### Placed standard cells

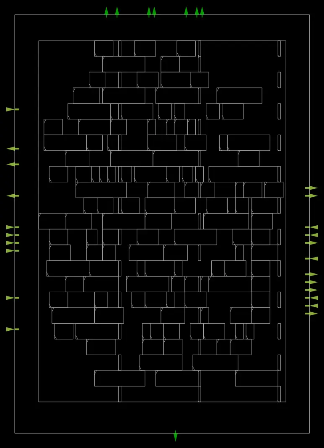
### Cell density map

(4 px per um) The die is cut into 5 by 7 equal tiles; dark blue is low, red is high, 0 to 100% covered.
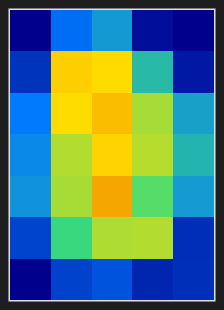
### M1 wires

(8 px per um) Supply wires on this layer in gray. Cells faint in the background.
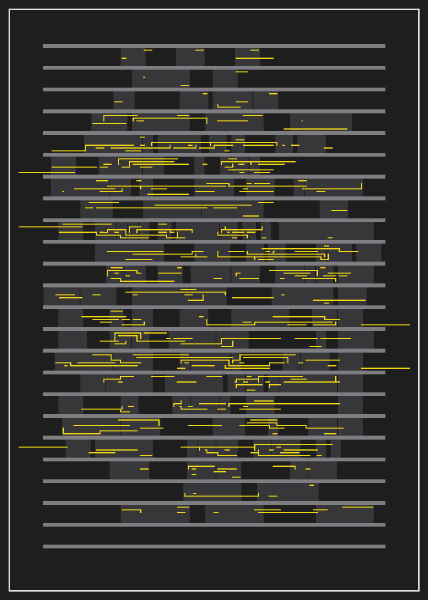
### I/O nets highlighted

(4 px per um)
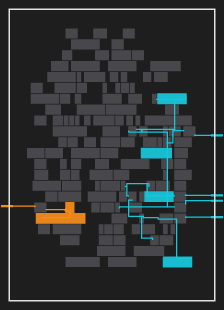
[src/rtl/entry_controller.sv]
// entry_controller: sequences the keypad encoder and the countdown timer.
// Accepted BCD key presses shift into a 3-digit M:SS entry register. The start,
// stop and clear buttons and the door switch drive an ENTRY/RUNNING/PAUSED FSM
// that loads the timer, runs it and gates the magnetron.
//
// Key handshake: valid_data is a level held for as long as a key is down. A
// digit is taken only on its rising edge, so there is one digit per press
// however long the key is held, and the key must be released for at least one
// cycle before the next digit can be taken. No ready/acknowledge signal goes
// back to the encoder. Instead, enablen gates the encoder so that key presses
// can only arrive in ENTRY.
module entry_controller (
    input  logic       clock,
    input  logic       reset,
    input  logic [3:0] bcd,
    input  logic       valid_data,
    input  logic       startn,
    input  logic       stopn,
    input  logic       clearn,
    input  logic       door_closed,
    input  logic       timer_done,
    output logic       enablen,
    output logic [3:0] min_ones,
    output logic [3:0] sec_tens,
    output logic [3:0] sec_ones,
    output logic       load,
    output logic       timer_enable,
    output logic       magnetron_on,
    output logic [1:0] fsm_state
);

    typedef enum logic [1:0] {
        ENTRY   = 2'd0,
        RUNNING = 2'd1,
        PAUSED  = 2'd2
    } state_t;

    state_t     state;
    state_t     state_next;
    logic [3:0] min_ones_next;
    logic [3:0] sec_tens_next;
    logic [3:0] sec_ones_next;
    logic       load_next;

    logic valid_q;
    logic startn_q;
    logic stopn_q;
    logic clearn_q;

    logic key_event;
    logic start_event;
    logic stop_event;
    logic clear_event;
    logic digits_zero;
    logic start_ok;

    // Edge-detect history. These registers follow their inputs during reset
    // as well, so an input that is held through reset gives no event.
    always_ff @(posedge clock) begin
        valid_q  <= valid_data;
        startn_q <= startn;
        stopn_q  <= stopn;
        clearn_q <= clearn;
    end

    assign key_event   = valid_data & ~valid_q;
    assign start_event = startn_q & ~startn;
    assign stop_event  = stopn_q & ~stopn;
    assign clear_event = clearn_q & ~clearn;

    assign digits_zero = (min_ones == 4'd0) && (sec_tens == 4'd0) && (sec_ones == 4'd0);
    assign start_ok    = door_closed && !digits_zero && (sec_tens <= 4'd5);

    // Next-state and entry-register update. A start event in ENTRY takes
    // precedence over a key event in the same cycle, so that key is dropped.
    always_comb begin
        state_next    = state;
        min_ones_next = min_ones;
        sec_tens_next = sec_tens;
        sec_ones_next = sec_ones;
        load_next     = 1'b0;
        case (state)
            ENTRY: begin
                if (clear_event || stop_event) begin
                    min_ones_next = 4'd0;
                    sec_tens_next = 4'd0;
                    sec_ones_next = 4'd0;
                end else if (start_event) begin
                    if (start_ok) begin
                        load_next  = 1'b1;
                        state_next = RUNNING;
                    end
                end else if (key_event && (bcd <= 4'd9)) begin
                    min_ones_next = sec_tens;
                    sec_tens_next = sec_ones;
                    sec_ones_next = bcd;
                end
            end
            RUNNING: begin
                if (timer_done) begin
                    min_ones_next = 4'd0;
                    sec_tens_next = 4'd0;
                    sec_ones_next = 4'd0;
                    state_next    = ENTRY;
                end else if (stop_event || !door_closed) begin
                    state_next = PAUSED;
                end
            end
            PAUSED: begin
                if (stop_event || clear_event) begin
                    min_ones_next = 4'd0;
                    sec_tens_next = 4'd0;
                    sec_ones_next = 4'd0;
                    state_next    = ENTRY;
                end else if (start_event && door_closed) begin
                    state_next = RUNNING;
                end
            end
            default: begin
                min_ones_next = 4'd0;
                sec_tens_next = 4'd0;
                sec_ones_next = 4'd0;
                state_next    = ENTRY;
            end
        endcase
    end

    // State, digits and registered outputs. The outputs are decoded from the
    // next state so that they change on the same edge as the state.
    always_ff @(posedge clock) begin
        if (reset) begin
            state        <= ENTRY;
            min_ones     <= 4'd0;
            sec_tens     <= 4'd0;
            sec_ones     <= 4'd0;
            load         <= 1'b0;
            enablen      <= 1'b0;
            timer_enable <= 1'b0;
            magnetron_on <= 1'b0;
        end else begin
            state        <= state_next;
            min_ones     <= min_ones_next;
            sec_tens     <= sec_tens_next;
            sec_ones     <= sec_ones_next;
            load         <= load_next;
            enablen      <= (state_next != ENTRY);
            timer_enable <= (state_next == RUNNING);
            magnetron_on <= (state_next == RUNNING);
        end
    end

    assign fsm_state = state;

endmodule

[config.mk]
export PLATFORM = sky130hd
export DESIGN_NAME = entry_controller
export DESIGN_NICKNAME = d
export VERILOG_FILES = /design/src/rtl/entry_controller.sv
export SDC_FILE = /design/constraint.sdc
export NUM_CORES = 1
export LEC_CHECK = 0
export CAP_MARGIN = 40
export CORE_ASPECT_RATIO = 1.5
export CORE_MARGIN = 4
export CORE_UTILIZATION = 35
export CTS_CLUSTER_SIZE = 16
export DETAILED_ROUTE_END_ITERATION = 6
export GPL_TIMING_DRIVEN = 0
export SYNTH_ARGS = -nofsm -noshare
export SYNTH_HDL_FRONTEND = slang
export SYNTH_SLANG_ARGS = --single-unit
[constraint.sdc]
create_clock -name clock -period 1.6 [get_ports clock]
set_clock_uncertainty 0.05 [all_clocks]
set_input_delay 0.4 -clock clock [delete_from_list [all_inputs] [get_ports clock]]
set_output_delay 0.4 -clock clock [all_outputs]
set_load 0.01 [all_outputs]
==> metrics.csv <==
stage;metric;value;unit
logic_synthesis;post_synth_and_or_nand_nor_area_fraction;0.313;
logic_synthesis;ys_warn_count;0;
layout;clk_share;0.0309;
layout;layout.buffer.nonclock.area_share;0.275;
final_timing;setup_viol;0;
layout;nNonClkBuffers;40;
final_timing;max_slew_margin;0.742;
setup_path;path_max_fanout;5;
clock_network;post_cts_resized;32;
final_timing;max_freq;649;MHz
setup_path;crit_type;in2reg;
layout;drive_gt1_frac;0.256;
setup_path;crit_buf_inv;3;
status;status;complete, no violations;
final_timing;finalHoldViolCount;0;
clock_network;clockBufferDepth;2;
floorplan;die_x;51.0;um
power;seq_cell_power;0.554;mW
place;gp_congestion;0.700;
routing;drt_iter0_drc;9;
power;total_power;1.11;mW
setup_path;endpoint;min_ones[2]$_SDFFE_PP0P_;
clock_network;hold_buffers;0;
power;peakVddDrop;429;uV
logic_synthesis;synthTopCellsByCount;21 x dfxtp_1, 14 x nand2b_1, 13 x nand2_1;
floorplan;rows;23;
logic_synthesis;adder_share;0;
final_timing;rsz0062_at_grt;false;
clock_network;cts_setup_buffers;5;
layout;nNetsFinal;146;
power;p_leak;0.695;nW
logic_synthesis;synth_seq_share;0.433;
logic_synthesis;syn_area_per_cell;10.2;sq um
setup_path;cp_slowest_cell;clkdlybuf4s50_1;
worst_hold_path;whs_endpoint;startn_q$_DFF_P_;
setup_path;critPathArrivalTime;1.67;ns
final_timing;tightestPinTransition;0.387;ns
routing;routed_via_density;4.75;
layout;flop_area;429;sq um
logic_synthesis;ys_sh_mux;0.124;
routing;dr_wl_met2;1210;um
setup_path;rrSetupSlack;0.08;ns
logic_synthesis;compound_area_frac;0.0773;
logic_synthesis;ys_ff;21;
final_timing;setup_ws;0.0587;ns
logic_synthesis;top_cells_by_area;dfxtp_1 43%, mux2i_1 12%, nand2b_1 9.0%, nand2_1 5.0%, nor4b_4 2.4%;
clock_network;htree_levels;1;
routing;first_pass_iters;4;
power;switching_share;0.242;
routing;ant_nets;0;
worst_hold_path;min-delay-start;startn;
worst_hold_path;hold_class;in2reg;
power;power_switching;0.267;mW
layout;most-common-layout-cells;18 x dlygate4sd2_1, 16 x dfxtp_1, 13 x nand2b_1, 13 x nand2_1, 11 x mux2i_1;
global_routing;grt_overflow_total;0;
routing;drc;0;
layout;largest_class;multi-input combinational cells;
place;pre_cts_slack;-0.373;ns
layout;area.growth.synth_to_final;50.3;%
routing;highest_layer;met4;
final_timing;whs;0.264;ns
routing;dr_wl_met3;157;um
logic_synthesis;ys_area;971;sq um
layout;antennaDiodeCount;0;
final_timing;fin_crit_sh;0.963;
place;placed_area;1300;sq um
global_routing;grt_usage;0.127;
logic_synthesis;top_cell;dfxtp_1;
setup_path;reg2regPathDepth;7;
setup_path;critical-path-max-stage-delay;0.44;ns
global_routing;antenna_found_initial;0;
routing;wl_met1;912;um
global_routing;busiest_layer;met2;
power;clock_net_power;0.347;mW
flow_run;drv_cap;0;
logic_synthesis;xor_area_frac;0;
power;p_per_area;758;nW/um^2
power;internal_power;0.839;mW
routing;vias;807;
global_routing;grt_pass1_vias;862;
layout;final_area;1460;sq um
setup_path;worstPathRequired;1.72;ns
layout;reg_top3;min_ones (4), sec_ones (4), sec_tens (4);
final_timing;final.setup.tns;0;ns
logic_synthesis;ys_cells;95;
worst_hold_path;worstHoldPathCells;1;
logic_synthesis;fp_nets;107;
power;pwr-share-comb;0.185;
logic_synthesis;synth_area_leader_cell;dfxtp_1;
power;power_leader;registers;
layout;lay_top_count;dlygate4sd2_1;
clock_network;root_buffer;clkbuf_8;
setup_path;timing.rr.end;min_ones[2]$_SDFFE_PP0P_;
flow_run;tool_warnings;26;
global_routing;grtUsageMet3;0.0329;
logic_synthesis;ff_type;dfxtp_1;
power;clkPwrFrac;0.314;
clock_network;clk_latency;0.26;ns
routing;wl_per_cell;13.5;um
setup_path;critPathLaunch;bcd[3];
logic_synthesis;syn_area;971;sq um
setup_path;end_kind;flip-flop;
layout;final-comb-area;537;sq um
About 'Placed standard cells':
sequential share of cell area: 0.294
Well Taps: 37
flip-flops: 21
Core Util, Final: 0.545
Core Area: 2680 sq um

About 'Cell density map':
The densest ninth of the die: middle. The fullest tile reaches 81%. 14% of the tiles are over 75% full. 8.6% of the tiles are nearly empty. The emptiest ninth of the die: top right.
FP Util: 0.363

About 'M1 wires':
126 nets have wire on it. The layer carries 913 um of wire. The wires run mostly horizontal.
GRT met1 Usage: 0.130
total wire length: 2300 um

About 'I/O nets highlighted':
sec_ones: shown in cyan, bits 4, direction output, edge right, end cells 4, buffers 4, wire 163 um. stopn: shown in orange, bits 1, direction input, edge left, end cells 3, buffers 1, wire 21.5 um.
number of port buffers: 28
# IOs: 30

Power is estimated from default activity; no workload was simulated.
